Run 1, signal wires on met3:
Drawn at 4 px/µm.
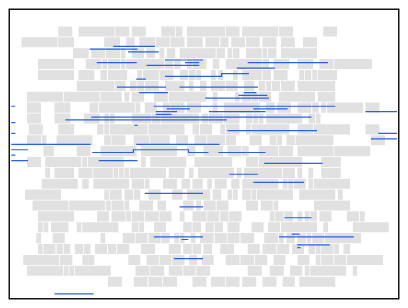
Run 1, cell area per tile:
Drawn at 4 px/µm. The die is cut into 10 by 7 equal tiles; dark blue is low, red is high, 0 to 100% covered.
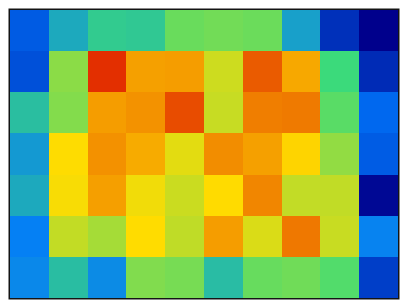
Run 1, I/O nets highlighted:
Drawn at 3 px/µm.
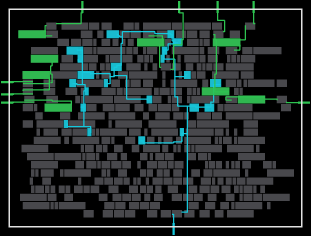
==> src/rtl/prng_pkg.sv <==
// Shared constants for the PRNG: tap masks and default seeds per LFSR width,
// plus the run-mode encoding used by prng_core.
package prng_pkg;

    typedef enum logic {
        MODE_FREE   = 1'b0,
        MODE_DEMAND = 1'b1
    } prng_mode_e;

    // Tap masks use 0-based bit positions (1-based tap k sits at bit k-1)
    localparam logic [31:0] TAPS_8  = 32'h0000_00B8;
    localparam logic [31:0] TAPS_16 = 32'h0000_D008;
    localparam logic [31:0] TAPS_32 = 32'h8020_0003;

    localparam logic [15:0] DEF_SEED_D_16 = 16'hACE1;
    localparam logic [31:0] DEF_SEED_D_32 = 32'hACE1_2468;
    localparam logic [7:0]  DEF_SEED_C_8  = 8'h5A;
    localparam logic [15:0] DEF_SEED_C_16 = 16'h5A3C;

    function automatic logic [31:0] tap_mask(input int width);
        case (width)
            8:       return TAPS_8;
            16:      return TAPS_16;
            default: return TAPS_32;
        endcase
    endfunction

    function automatic logic [31:0] def_seed_d(input int data_w);
        return (data_w == 32) ? DEF_SEED_D_32 : {16'h0000, DEF_SEED_D_16};
    endfunction

    function automatic logic [31:0] def_seed_c(input int out_w);
        return (out_w == 16) ? {16'h0000, DEF_SEED_C_16} : {24'h000000, DEF_SEED_C_8};
    endfunction

endpackage

==> src/rtl/prng_lfsr.sv <==
// Fibonacci LFSR, shift left with XOR feedback into bit 0; supports seed load
// and recovers from the all-zero lockup state by reloading its default.
module prng_lfsr #(
    parameter int               WIDTH    = 16,
    parameter logic [WIDTH-1:0] TAPS     = '1,
    parameter logic [WIDTH-1:0] DEF_SEED = '1
) (
    input  logic             clk,
    input  logic             reset,
    input  logic             load,
    input  logic [WIDTH-1:0] load_val,
    input  logic             step,
    output logic [WIDTH-1:0] q
);

    logic feedback;

    assign feedback = ^(q & TAPS);

    // Zero values, loaded or held, are never allowed to persist
    always_ff @(posedge clk or posedge reset) begin
        if (reset) begin
            q <= DEF_SEED;
        end else if (load) begin
            q <= (load_val == '0) ? DEF_SEED : load_val;
        end else if (q == '0) begin
            q <= DEF_SEED;
        end else if (step) begin
            q <= {q[WIDTH-2:0], feedback};
        end
    end

endmodule

==> src/rtl/prng_core.sv <==
// PRNG top: tick divider, two LFSRs combined into an OUT_W word, and a
// valid/ready output with free-run (overwriting) and on-demand modes.
module prng_core
    import prng_pkg::*;
#(
    parameter int DATA_W = 16,
    parameter int OUT_W  = DATA_W / 2,
    parameter int DIV_W  = 24
) (
    input  logic              clk,
    input  logic              reset,
    input  logic              en,
    input  logic              mode,
    input  logic [DIV_W-1:0]  div_max,
    input  logic              seed_load,
    input  logic [DATA_W-1:0] seed,
    output logic [OUT_W-1:0]  out_data,
    output logic              out_valid,
    input  logic              out_ready,
    output logic              overrun
);

    localparam logic [31:0]       D_TAPS_FULL = tap_mask(DATA_W);
    localparam logic [31:0]       C_TAPS_FULL = tap_mask(OUT_W);
    localparam logic [31:0]       D_SEED_FULL = def_seed_d(DATA_W);
    localparam logic [31:0]       C_SEED_FULL = def_seed_c(OUT_W);
    localparam logic [DATA_W-1:0] D_TAPS      = D_TAPS_FULL[DATA_W-1:0];
    localparam logic [OUT_W-1:0]  C_TAPS      = C_TAPS_FULL[OUT_W-1:0];
    localparam logic [DATA_W-1:0] D_SEED      = D_SEED_FULL[DATA_W-1:0];
    localparam logic [OUT_W-1:0]  C_SEED      = C_SEED_FULL[OUT_W-1:0];

    logic [DIV_W-1:0]  cnt;
    logic              tick;
    prng_mode_e        mode_q;
    logic              mode_change;
    logic              pending;
    logic              step;
    logic              transfer;
    logic [DATA_W-1:0] data_q;
    logic [OUT_W-1:0]  ctrl_q;
    logic [OUT_W-1:0]  word;

    prng_lfsr #(.WIDTH(DATA_W), .TAPS(D_TAPS), .DEF_SEED(D_SEED)) u_data_lfsr (
        .clk      (clk),
        .reset    (reset),
        .load     (seed_load),
        .load_val (seed),
        .step     (step),
        .q        (data_q)
    );

    prng_lfsr #(.WIDTH(OUT_W), .TAPS(C_TAPS), .DEF_SEED(C_SEED)) u_ctrl_lfsr (
        .clk      (clk),
        .reset    (reset),
        .load     (seed_load),
        .load_val (seed[DATA_W-1 -: OUT_W]),
        .step     (step),
        .q        (ctrl_q)
    );

    // The registered mode decides stepping, so a mode change lands one cycle later
    always_comb begin
        tick        = en && (cnt == div_max);
        mode_change = (prng_mode_e'(mode) != mode_q);
        transfer    = out_valid && out_ready;
        step        = 1'b0;
        if (mode_q == MODE_FREE) begin
            step = tick;
        end else begin
            step = en && (pending || tick) && (!out_valid || out_ready);
        end
        if (seed_load) begin
            step = 1'b0;
        end
        word = '0;
        for (int i = 0; i < OUT_W; i++) begin
            word[i] = ctrl_q[i] ? data_q[2*i+1] : data_q[2*i];
        end
    end

    always_ff @(posedge clk or posedge reset) begin
        if (reset) begin
            cnt <= '0;
        end else if (seed_load || !en || tick) begin
            cnt <= '0;
        end else begin
            cnt <= cnt + DIV_W'(1);
        end
    end

    always_ff @(posedge clk or posedge reset) begin
        if (reset) begin
            mode_q  <= MODE_FREE;
            pending <= 1'b0;
        end else begin
            mode_q <= prng_mode_e'(mode);
            if (seed_load || mode_change || mode_q == MODE_FREE || step) begin
                pending <= 1'b0;
            end else if (tick) begin
                pending <= 1'b1;
            end
        end
    end

    // A step while a word is still unconsumed only happens in free-run mode
    always_ff @(posedge clk or posedge reset) begin
        if (reset) begin
            out_data  <= '0;
            out_valid <= 1'b0;
            overrun   <= 1'b0;
        end else if (seed_load) begin
            out_valid <= 1'b0;
            overrun   <= 1'b0;
        end else if (step) begin
            out_data  <= word;
            out_valid <= 1'b1;
            if (out_valid && !out_ready) begin
                overrun <= 1'b1;
            end
        end else if (transfer) begin
            out_valid <= 1'b0;
        end
    end

endmodule

==> config.mk <==
export PLATFORM = sky130hd
export DESIGN_NAME = prng_core
export DESIGN_NICKNAME = d
export VERILOG_FILES = /design/src/rtl/prng_pkg.sv /design/src/rtl/prng_lfsr.sv /design/src/rtl/prng_core.sv
export SDC_FILE = /design/constraint.sdc
export NUM_CORES = 1
export LEC_CHECK = 0
export CAP_MARGIN = 20
export CORE_AREA = 2 2 95 70
export CTS_CLUSTER_DIAMETER = 120
export DETAILED_ROUTE_END_ITERATION = 6
export DIE_AREA = 0 0 97 72
export PLACE_DENSITY = 0.82
export SYNTH_ARGS = -nofsm -noshare
export SYNTH_HDL_FRONTEND = slang
export SYNTH_SLANG_ARGS = --single-unit
==> constraint.sdc <==
create_clock -name clk -period 5.5 [get_ports clk]
set_input_delay 1.1 -clock clk [delete_from_list [all_inputs] [get_ports clk]]
set_output_delay 1.1 -clock clk [all_outputs]
set_load 0.1 [all_outputs]
==> flow_summary.yaml, run 1 <==
# implementation run metrics
floorplan:
  fp_util_pct: 55.3
  die_x_um: 97
  coreArea_um2: 6040
clock_network:
  cts_tree: "done"
  ctsHoldBuffers: 0
  clk_path_buf_depth: 2
power:
  irDropWorstVdd_mv: 0.136
  seq_cell_power_mw: 0.498
  power.internal_mw: 0.779
  clkPwrFrac_pct: 38.6
  power.group.top: "registers"
  powerComb_mw: 0.146
  power.density_nw_per_um2: 254
outcome:
  status: "completed"
cells_and_area:
  stdcell_count: 469
  final_layout_size_suffix_gt1_share_pct: 13.0
  comb_area_um2: 1680
  buffers: 57
  design_area_um2: 4120
  nFillCells: 469
  n_clock_buffer: 12
  mostFrequentLayoutCell: "clkdlybuf4s50_1"
  flop-count: 60
  final_util_pct: 68.3
timing:
  finalCritPeriodShare_pct: 71.8
  relSlewSlack_pct: 33.7
  finalSetupTns_ps: 0
  tightest_slew_ps: 992
drt:
  drtIter0Drc: 184
  drc: 0
  wl_met2_mm: 3.65
  met3_length_um: 615
  wl_met1_mm: 3.88
  vias: 2664
  routed.top_layer: "met4"
yosys:
  syn_area_um2: 3340
  flop_cell: "dfrtp_1"
  aoi_share_pct: 7.98
  ys_warn_count: 0
  synth_area_leader_cell: "dfrtp_1"
  ys_seq_share_pct: 45.4
  syn-instance-count: 331
  simple_gate_share_pct: 17.9
  synthTopCellsByCount: "48 x dfrtp_1, 43 x nor2_1, 27 x xor2_1, 24 x xnor2_1, 22 x nand2_1"
  yosys-dominant-comb-family: "simple AND/OR/NAND/NOR gates"
  most_common_cell: "dfrtp_1"
worst_setup_path:
  rr_startpoint: "cnt[2]"
  required_ps: 5720
  cp.arrival_ps: 4170
  reg2reg_to: "out_data[4]"
  cp-end-kind: "flip-flop"
  ff2ff_path_depth: 7
  cp_slowest_cell: "nor2b_1"
  crit_type: "in2reg"
flow_run:
  maxCapViolCount: 0
min_path:
  worstHoldPathType: "reg2reg"
place:
  place_ws_ps: 1320
  routabilityCongestion: 0.931
  post-dp-hpwl_mm: 5.84
global_route:
  grt_max_degree: 61
Notes on 'signal wires on met3' above:
The wires run mostly horizontal. The longest straight run is 54.7 µm. The layer carries 616 µm of wire.

Notes on 'cell area per tile' above:
30% of the tiles are over 75% full. 2.9% of the tiles are nearly empty. The fullest tile reaches 95%. The densest ninth of the die: centre. The mean over all tiles is 58%.

Notes on 'I/O nets highlighted' above:
`seed_load`: shown in cyan, bits 1, direction input, end cells 25, buffers 1, wire 240 µm. `out_data`: shown in green, bits 8, direction output, end cells 8, buffers 8, wire 207 µm.

==> run 1 -> run 2 <==
Settings changed: CORE_AREA 2 2 95 70 to 2 2 98 72, DIE_AREA 0 0 97 72 to 0 0 100 74, PLACE_DENSITY 0.82 to 0.78.
Clock period 5.5 ns to 3.75 ns, I/O delays scaled along.
==> flow_summary.yaml, run 2 <==
# implementation run metrics
min_path:
  worstHoldPathType: "reg2reg"
clock_network:
  cts_tree: "done"
  clk_path_buf_depth: 2
worst_setup_path:
  required_ps: 3970
  cp_slowest_cell: "or4_1"
  crit_type: "in2reg"
  ff2ff_path_depth: 7
  rr_startpoint: "out_valid"
  reg2reg_to: "u_data_lfsr.q[1]"
cells_and_area:
  final_layout_size_suffix_gt1_share_pct: 13.7
  buffers: 61
  diodes: 0
  final_util_pct: 64.1
  mostFrequentLayoutCell: "clkdlybuf4s50_1"
  flop-count: 60
  comb_area_um2: 1680
  nFillCells: 548
  stdcell_count: 476
  design_area_um2: 4170
drt:
  vias: 2659
  wl_met2_mm: 3.64
  wl_met1_mm: 3.71
  drtIter0Drc: 160
  routed.top_layer: "met4"
  drc: 0
  firstDrtPassIters: 4
  met3_length_um: 553
yosys:
  syn-instance-count: 331
  synthTopCellsByCount: "48 x dfrtp_1, 43 x nor2_1, 27 x xor2_1, 24 x xnor2_1, 22 x nand2_1"
  ys_warn_count: 0
  most_common_cell: "dfrtp_1"
  simple_gate_share_pct: 17.9
  flop_cell: "dfrtp_1"
  ys_seq_share_pct: 45.4
  aoi_share_pct: 7.98
  synth_area_leader_cell: "dfrtp_1"
power:
  power.group.top: "registers"
  power.density_nw_per_um2: 381
  clkPwrFrac_pct: 40.5
  power.internal_mw: 1.20
  powerComb_mw: 0.217
  irDropWorstVdd_mv: 0.205
timing:
  tightest_slew_ps: 968
  relSlewSlack_pct: 35.3
  finalCritPeriodShare_pct: 77.5
outcome:
  status: "completed"
floorplan:
  coreArea_um2: 6510
  die_x_um: 100
place:
  post-dp-hpwl_mm: 5.95
  place_ws_ps: 526
global_route:
  grt_max_degree: 46
flow_run:
  maxCapViolCount: 0
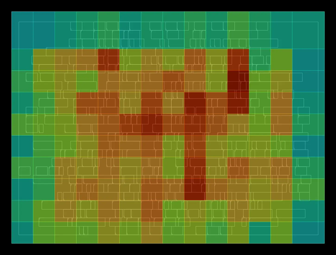
Run 2: congestion heat map
busiest metal layer after global routing: met1
all-layer global routing usage: 24.2%

Power and IR drop assume default switching activity.
